File: config.mk
export PLATFORM = sky130hd
export DESIGN_NAME = ram_read_credit_ctrl_flat
export DESIGN_NICKNAME = d
export VERILOG_FILES = /design/src/rtl/ram_read_credit_ctrl_if.sv /design/src/rtl/ram_read_credit_ctrl.sv /design/src/flat_wrapper.sv
export SDC_FILE = /design/constraint.sdc
export NUM_CORES = 1
export LEC_CHECK = 0
export CORE_MARGIN = 4
export CORE_UTILIZATION = 50
export CTS_BUF_LIST = sky130_fd_sc_hd__clkbuf_8
export DETAILED_ROUTE_END_ITERATION = 7
export PLACE_DENSITY = 0.77
export SYNTH_ARGS = -nofsm -noshare
export SYNTH_HDL_FRONTEND = slang
export SYNTH_SLANG_ARGS = --single-unit
export TNS_END_PERCENT = 1
File: constraint.sdc
create_clock -name clk_i -period 3.06 [get_ports clk_i]
set_clock_uncertainty 0.15 [all_clocks]
set_input_delay 0.306 -clock clk_i [delete_from_list [all_inputs] [get_ports clk_i]]
set_output_delay 0.306 -clock clk_i [all_outputs]
set_load 0.01 [all_outputs]
File: src/rtl/ram_read_credit_ctrl_if.sv
// Bundle of request, RAM-stage and result signals for ram_read_credit_ctrl.
// slave = controller view, master = surrounding pipeline / testbench view.
interface ram_read_credit_ctrl_if #(
    parameter int DATA_WIDTH   = 8,
    parameter int ADDR_WIDTH   = 6,
    parameter int BYPASS_WIDTH = 1
);
    // Handshakes: a transfer happens on a cycle where valid && ready are both 1;
    // valid never waits on ready, and the RAM stage itself has no ready at all.
    logic [ADDR_WIDTH-1:0]   req_addr_i;
    logic [BYPASS_WIDTH-1:0] req_bypass_i;
    logic                    req_valid_i;
    logic                    req_ready_o;
    logic [ADDR_WIDTH-1:0]   ram_read_addr_o;
    logic [BYPASS_WIDTH-1:0] ram_bypass_o;
    logic                    ram_valid_o;
    logic [DATA_WIDTH-1:0]   ram_read_data_i;
    logic [BYPASS_WIDTH-1:0] ram_bypass_i;
    logic                    ram_valid_i;
    logic [DATA_WIDTH-1:0]   out_read_data_o;
    logic [BYPASS_WIDTH-1:0] out_bypass_o;
    logic                    out_valid_o;
    logic                    out_ready_i;
    logic                    err_o;

    modport slave (
        input  req_addr_i, req_bypass_i, req_valid_i,
        output req_ready_o,
        output ram_read_addr_o, ram_bypass_o, ram_valid_o,
        input  ram_read_data_i, ram_bypass_i, ram_valid_i,
        output out_read_data_o, out_bypass_o, out_valid_o,
        input  out_ready_i,
        output err_o
    );

    modport master (
        output req_addr_i, req_bypass_i, req_valid_i,
        input  req_ready_o,
        input  ram_read_addr_o, ram_bypass_o, ram_valid_o,
        output ram_read_data_i, ram_bypass_i, ram_valid_i,
        input  out_read_data_o, out_bypass_o, out_valid_o,
        output out_ready_i,
        input  err_o
    );
endinterface

File: src/rtl/ram_read_credit_ctrl.sv
// Credit-gated issue into a fixed-latency, non-stallable RAM stage with a FWFT result FIFO.
// Optional protocol checker enabled by defining RAM_CREDIT_ERR_CHECK_EN.
module ram_read_credit_ctrl #(
    parameter int DATA_WIDTH   = 8,
    parameter int ADDR_WIDTH   = 6,
    parameter int BYPASS_WIDTH = 1,
    parameter int FIFO_DEPTH   = 4
) (
    input logic                  clk_i,
    input logic                  rst_i,
    ram_read_credit_ctrl_if.slave bus
);
    localparam int PTR_W = $clog2(FIFO_DEPTH);
    localparam int CNT_W = PTR_W + 1;
    localparam int ENT_W = DATA_WIDTH + BYPASS_WIDTH;
    localparam logic [CNT_W-1:0] ONE_C  = CNT_W'(1);
    localparam logic [PTR_W-1:0] ONE_P  = PTR_W'(1);
    localparam logic [CNT_W-1:0] FULL_C = CNT_W'(FIFO_DEPTH);

    logic             init_q, init_d;
    logic [CNT_W-1:0] credit_q, credit_d;
    logic [CNT_W-1:0] count_q, count_d;
    logic [PTR_W-1:0] wr_ptr_q, wr_ptr_d;
    logic [PTR_W-1:0] rd_ptr_q, rd_ptr_d;
    logic [ENT_W-1:0] mem_q [FIFO_DEPTH];
    logic [ENT_W-1:0] mem_d [FIFO_DEPTH];

    logic req_ready, issue, empty, full, pop, wr_en;

    always_comb begin
        req_ready = init_q && (credit_q != '0);
        issue     = bus.req_valid_i && req_ready;
        empty     = (count_q == '0);
        full      = (count_q == FULL_C);
        pop       = !empty && bus.out_ready_i;
        // A full FIFO still accepts a write in the same cycle it pops.
        wr_en     = bus.ram_valid_i && (!full || pop);

        init_d   = 1'b1;
        credit_d = credit_q;
        if (issue && !pop) begin
            credit_d = credit_q - ONE_C;
        end else if (pop && !issue) begin
            credit_d = credit_q + ONE_C;
        end

        count_d  = count_q + CNT_W'(wr_en) - CNT_W'(pop);
        wr_ptr_d = wr_en ? wr_ptr_q + ONE_P : wr_ptr_q;
        rd_ptr_d = pop   ? rd_ptr_q + ONE_P : rd_ptr_q;

        mem_d = mem_q;
        if (wr_en) begin
            mem_d[wr_ptr_q] = {bus.ram_read_data_i, bus.ram_bypass_i};
        end
    end

    always_ff @(posedge clk_i or negedge rst_i) begin
        if (!rst_i) begin
            init_q   <= 1'b0;
            credit_q <= FULL_C;
            count_q  <= '0;
            wr_ptr_q <= '0;
            rd_ptr_q <= '0;
            for (int i = 0; i < FIFO_DEPTH; i++) begin
                mem_q[i] <= '0;
            end
        end else begin
            init_q   <= init_d;
            credit_q <= credit_d;
            count_q  <= count_d;
            wr_ptr_q <= wr_ptr_d;
            rd_ptr_q <= rd_ptr_d;
            mem_q    <= mem_d;
        end
    end

    // Issue is a straight passthrough: the RAM stage registers the request itself.
    assign bus.req_ready_o     = req_ready;
    assign bus.ram_valid_o     = issue;
    assign bus.ram_read_addr_o = bus.req_addr_i;
    assign bus.ram_bypass_o    = bus.req_bypass_i;

    assign bus.out_valid_o                         = !empty;
    assign {bus.out_read_data_o, bus.out_bypass_o} = mem_q[rd_ptr_q];

`ifdef RAM_CREDIT_ERR_CHECK_EN
    logic [CNT_W-1:0] outstanding_q, outstanding_d;
    logic             err_q, err_d;
    logic             ret_ok;

    // Outstanding = issued but not yet returned by the RAM stage.
    always_comb begin
        ret_ok        = bus.ram_valid_i && (outstanding_q != '0);
        outstanding_d = outstanding_q + CNT_W'(issue) - CNT_W'(ret_ok);
        err_d         = err_q;
        if (bus.ram_valid_i && ((outstanding_q == '0) || (full && !pop))) begin
            err_d = 1'b1;
        end
    end

    always_ff @(posedge clk_i or negedge rst_i) begin
        if (!rst_i) begin
            outstanding_q <= '0;
            err_q         <= 1'b0;
        end else begin
            outstanding_q <= outstanding_d;
            err_q         <= err_d;
        end
    end

    assign bus.err_o = err_q;
`else
    assign bus.err_o = 1'b0;
`endif
endmodule

File: src/flat_wrapper.sv
// flat-port wrapper written by rule: the top's interface ports become plain ports
module ram_read_credit_ctrl_flat 
#(
    parameter int DATA_WIDTH   = 8,
    parameter int ADDR_WIDTH   = 6,
    parameter int BYPASS_WIDTH = 1,
    parameter int FIFO_DEPTH   = 4
)
  (clk_i, rst_i, bus_req_addr_i, bus_req_bypass_i, bus_req_valid_i, bus_req_ready_o, bus_ram_read_addr_o, bus_ram_bypass_o, bus_ram_valid_o, bus_ram_read_data_i, bus_ram_bypass_i, bus_ram_valid_i, bus_out_read_data_o, bus_out_bypass_o, bus_out_valid_o, bus_out_ready_i, bus_err_o);
  ram_read_credit_ctrl_if #(.DATA_WIDTH(DATA_WIDTH), .ADDR_WIDTH(ADDR_WIDTH), .BYPASS_WIDTH(BYPASS_WIDTH)) bus_i ();
  input logic clk_i;
  input logic rst_i;
  input wire logic [$bits(bus_i.req_addr_i)-1:0] bus_req_addr_i;
  input wire logic [$bits(bus_i.req_bypass_i)-1:0] bus_req_bypass_i;
  input wire logic [$bits(bus_i.req_valid_i)-1:0] bus_req_valid_i;
  output wire logic [$bits(bus_i.req_ready_o)-1:0] bus_req_ready_o;
  output wire logic [$bits(bus_i.ram_read_addr_o)-1:0] bus_ram_read_addr_o;
  output wire logic [$bits(bus_i.ram_bypass_o)-1:0] bus_ram_bypass_o;
  output wire logic [$bits(bus_i.ram_valid_o)-1:0] bus_ram_valid_o;
  input wire logic [$bits(bus_i.ram_read_data_i)-1:0] bus_ram_read_data_i;
  input wire logic [$bits(bus_i.ram_bypass_i)-1:0] bus_ram_bypass_i;
  input wire logic [$bits(bus_i.ram_valid_i)-1:0] bus_ram_valid_i;
  output wire logic [$bits(bus_i.out_read_data_o)-1:0] bus_out_read_data_o;
  output wire logic [$bits(bus_i.out_bypass_o)-1:0] bus_out_bypass_o;
  output wire logic [$bits(bus_i.out_valid_o)-1:0] bus_out_valid_o;
  input wire logic [$bits(bus_i.out_ready_i)-1:0] bus_out_ready_i;
  output wire logic [$bits(bus_i.err_o)-1:0] bus_err_o;
  assign bus_i.req_addr_i = bus_req_addr_i;
  assign bus_i.req_bypass_i = bus_req_bypass_i;
  assign bus_i.req_valid_i = bus_req_valid_i;
  assign bus_req_ready_o = bus_i.req_ready_o;
  assign bus_ram_read_addr_o = bus_i.ram_read_addr_o;
  assign bus_ram_bypass_o = bus_i.ram_bypass_o;
  assign bus_ram_valid_o = bus_i.ram_valid_o;
  assign bus_i.ram_read_data_i = bus_ram_read_data_i;
  assign bus_i.ram_bypass_i = bus_ram_bypass_i;
  assign bus_i.ram_valid_i = bus_ram_valid_i;
  assign bus_out_read_data_o = bus_i.out_read_data_o;
  assign bus_out_bypass_o = bus_i.out_bypass_o;
  assign bus_out_valid_o = bus_i.out_valid_o;
  assign bus_i.out_ready_i = bus_out_ready_i;
  assign bus_err_o = bus_i.err_o;
  ram_read_credit_ctrl #(.DATA_WIDTH(DATA_WIDTH), .ADDR_WIDTH(ADDR_WIDTH), .BYPASS_WIDTH(BYPASS_WIDTH), .FIFO_DEPTH(FIFO_DEPTH)) u_core (.clk_i(clk_i), .rst_i(rst_i), .bus(bus_i));
endmodule
m1.png
Cells faint in the background.
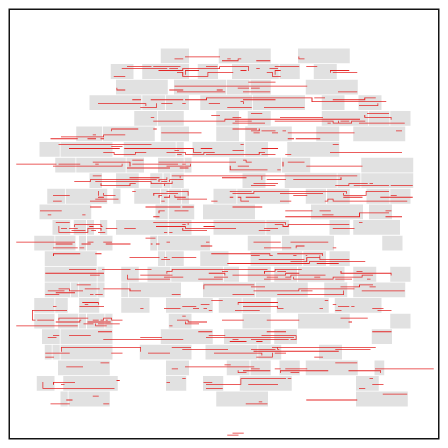
- main direction: horizontal
- share of all routed wire: 44%
- longest straight run: 32.2 um
- nets with wire on the layer: 175
- wire length on this layer: 1720 um

m2.png
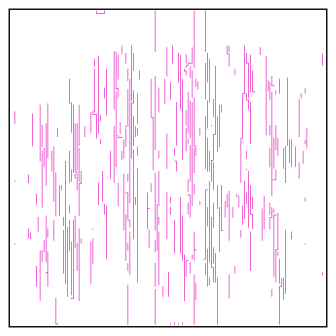
- wire length on this layer: 1930 um
- share of all routed wire: 49%
- main direction: vertical
- longest straight run: 29.2 um
- nets with wire on the layer: 180

m3.png
Cells faint in the background.
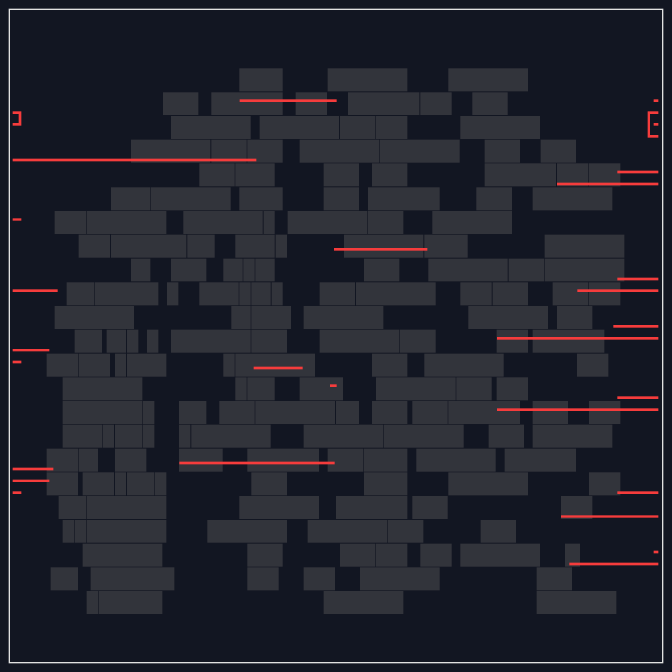
- wire length on this layer: 198 um
- longest straight run: 27.6 um
- share of all routed wire: 5.1%

==> reports/qor.tcl <==
set qor(topCellsByArea) {sky130_fd_sc_hd__dfrtp_1 (52%), sky130_fd_sc_hd__mux2_2 (19%), sky130_fd_sc_hd__mux4_2 (9.1%), sky130_fd_sc_hd__ha_1 (3.9%), sky130_fd_sc_hd__buf_4 (2.7%)}
set qor(tritoncts) {built}
set qor(run_status) {finished clean}
set qor(synth.cells.most_frequent) {sky130_fd_sc_hd__dfrtp_1 (46), sky130_fd_sc_hd__mux2_2 (37), sky130_fd_sc_hd__inv_1 (10)}
set qor(final_cell_area_um2) 2570
set qor(critPathTopFamily) {adder cells}
set qor(drv_cap) 0
set qor(worst-slew-pin-transition_ps) 1020
set qor(mappedNetlistNets) 179
set qor(cts_repair_resize_count) 0
set qor(min_period_ps) 2540
set qor(drt_first_iter_violations) 60
set qor(post_synth_edffs) 0
set qor(final_layout_size_suffix_gt1_share_pct) 35.3
set qor(hold_path_class) {in2async}
set qor(final-hold-violation-count) 0
set qor(clock.fmax_ghz) 0.394
set qor(adders_majority_by_area_pct) 5.75
set qor(synthesized_area_um2) 2220
set qor(top_usage_layer) {met2}
set qor(insertion_delay_ps) 290
set qor(antenna-diode-count) 0
set qor(remaining_drc_errors) 0
set qor(stage_log_warnings) 29
set qor(postSynth.asyncResetShare_pct) 100
set qor(cts_num_sinks) 47
set qor(synthXorXnorAreaFrac_pct) 3.15
set qor(post_drt_wl_per_cell_um) 17.5
set qor(die_height_um) 74.6
set qor(synth_top_area_share_pct) 51.8
set qor(yosys_warnings) 0
set qor(worstSetupEndpoint) {u_core.count_q[2]}
set qor(post_cts.repair.setup_buffers) 0
set qor(port-buffer-count) 25
set qor(timing.critical_path.from_type) {flop}
set qor(worst-r2r-cell-count) 10
set qor(design.core.area_um2) 4140
set qor(worst_r2r_endpoint) {u_core.count_q[2]}
set qor(worstSetupPathType) {reg2reg}
set qor(global_route.usage.total_pct) 16.5
set qor(r2r_startpoint) {u_core.count_q[1]}
set qor(most_frequently_used_flop_master_after_synthesis) {sky130_fd_sc_hd__dfrtp_1}
set qor(placed_cell_area_um2) 2470
set qor(die_area_um2) 5570
set qor(report.power.total_uw) 2840
set qor(cts_hold_buffers) 0
set qor(powerDensity_nw_per_um2) 1110
set qor(num_vias) 1205
set qor(synth.mux.area_fraction_pct) 28.3
set qor(floorplan.io_pins) 41
set qor(firstDrtPassIters) 4
set qor(grt-ovfl-total) 0
set qor(placedCellCount) 215
set qor(ys_sh_aoi_pct) 0.394
set qor(cp.required_ps) 3120
set qor(signal_arrival_time_at_the_worst_endpoint_ps) 2600
set qor(ys_ff) 47
set qor(cts_root_buf) {sky130_fd_sc_hd__clkbuf_8}
set qor(ant_nets) 0
set qor(layout.cells.most_common_list) {sky130_fd_sc_hd__dfrtp_1 (46), sky130_fd_sc_hd__mux2_2 (37), sky130_fd_sc_hd__clkdlybuf4s50_1 (24)}
set qor(slew_viol_final) 0
set qor(largest_register) {u_core.mem_q}
set qor(slowest_cell_on_the_critical_path) {sky130_fd_sc_hd__dfrtp_1}
set qor(hpwl_um) 2760
set qor(grt.met2_usage_pct) 26.9
set qor(reg.largest.list) {u_core.mem_q: 36 flops, u_core.count_q: 3 flops, u_core.credit_q: 3 flops}
set qor(worstSetupEndpointType) {flop}
set qor(first_pass_grt_wire_length_um) 6750
set qor(grt_setup_unrepaired) {no}
set qor(mostFrequentLayoutCell) {sky130_fd_sc_hd__dfrtp_1}
set qor(setup_viol) 0
set qor(use_met3_pct) 4.41
set qor(timing.critical_path.buf_inv) 3
set qor(clockBufferDepth) 2
set qor(antenna_found_initial) 0
set qor(fillers) 326
set qor(highest_cell_delay_on_the_worst_timing_path_ps) 460
set qor(worst_setup_hold_path_clk_slew_ps) 80
set qor(clock_tree.htree_level_count) 2
set qor(yosys-dominant-comb-family) {multiplexers}
set qor(vdd_ir_drop_max_v) 0.000499
set qor(yosysSeqAreaShare_pct) 53.0
set qor(mi_comb_area_um2) 937
set qor(total_wire_length_um) 3900
set qor(cp_launch_point) {u_core.count_q[1]}
set qor(fin_tns_setup_ps) 0
set qor(power_leakage_uw) 0.00110
set qor(r2r_slack_ps) 520
set qor(post_synth_num_cell_types) 22
set qor(numCtsBuffers) 5
set qor(ff_latch_area_um2) 1180
set qor(syn2layout_area_growth_pct) 15.6
set qor(slew-limit-headroom_pct) 32.3
set qor(grt_pass1_vias) 1429
set qor(syn_inst) 149
set qor(cp_num_cells) 10
set qor(min_period_over_period_pct) 82.9
set qor(largest_register_ff_count) 36
set qor(critical-path-top-cell-by-count) {sky130_fd_sc_hd__inv_1}
set qor(dominant_cell_by_count_in_the_synthesized_netlist) {sky130_fd_sc_hd__dfrtp_1}
set qor(instances_no_fill) 223
set qor(floorplan.rows) 23
set qor(critical_path.max_fanout) 4
set qor(floorplan.initialDensity_pct) 53.6
set qor(worstPathCellList) {or3_1, nand2_1, inv_1, ha_1, inv_1, ha_1, inv_1, fa_1, xnor2_1, xnor2_1}
set qor(die_width_um) 74.6
set qor(grt_max_degree) 48
set qor(grt.met1_usage_pct) 20.6
set qor(synthSimpleGateAreaFrac_pct) 4.23
set qor(post_synth.cell_area_avg_um2) 14.9
set qor(synth.yosys.num_cells) 149
set qor(gpl.final_weighted_congestion) 0.742
set qor(synth-area-yosys_um2) 2220
set qor(most_area_hungry_cell_type_in_the_yosys_netlist) {sky130_fd_sc_hd__dfrtp_1}
set qor(post_drt_via_cell_ratio) 5.40
set qor(finish.net_count) 202
-- metal layers --
metal	wire, um	up-vias
li1	-	550
met1	1720	623
met4	56	0
met5	0	-
met3	198	5
met2	1930	27
-- through the flow --
step           utilization, %  hold WS (ps)  worst slack [ps]
2_1_floorplan               -          -140               643
3_3_place_gp             59.5           326               668
3_5_place_dp             59.5           343               527
4_1_cts                  62.0          66.6               504
6_report                 62.0          30.8               523
5_1_grt                  62.0           112               381
-- power breakdown --
part | switching [uW] | internal, uW | total, uW
Combinational | 471 | 808 | 1280
Clock | 193 | 203 | 396
Sequential | 222 | 946 | 1170
-- final cells by class --
class                           instances  area share, %
Timing Repair Buffer                   26           9.84
Clock inverter                          1          0.146
Sequential cell                        47           45.9
Inverter                               10           1.46
Clock buffer                            7           3.75
Multi-Input combinational cell         82           36.5
Tap cell                               50           2.44
Power is estimated from default activity; no workload was simulated.
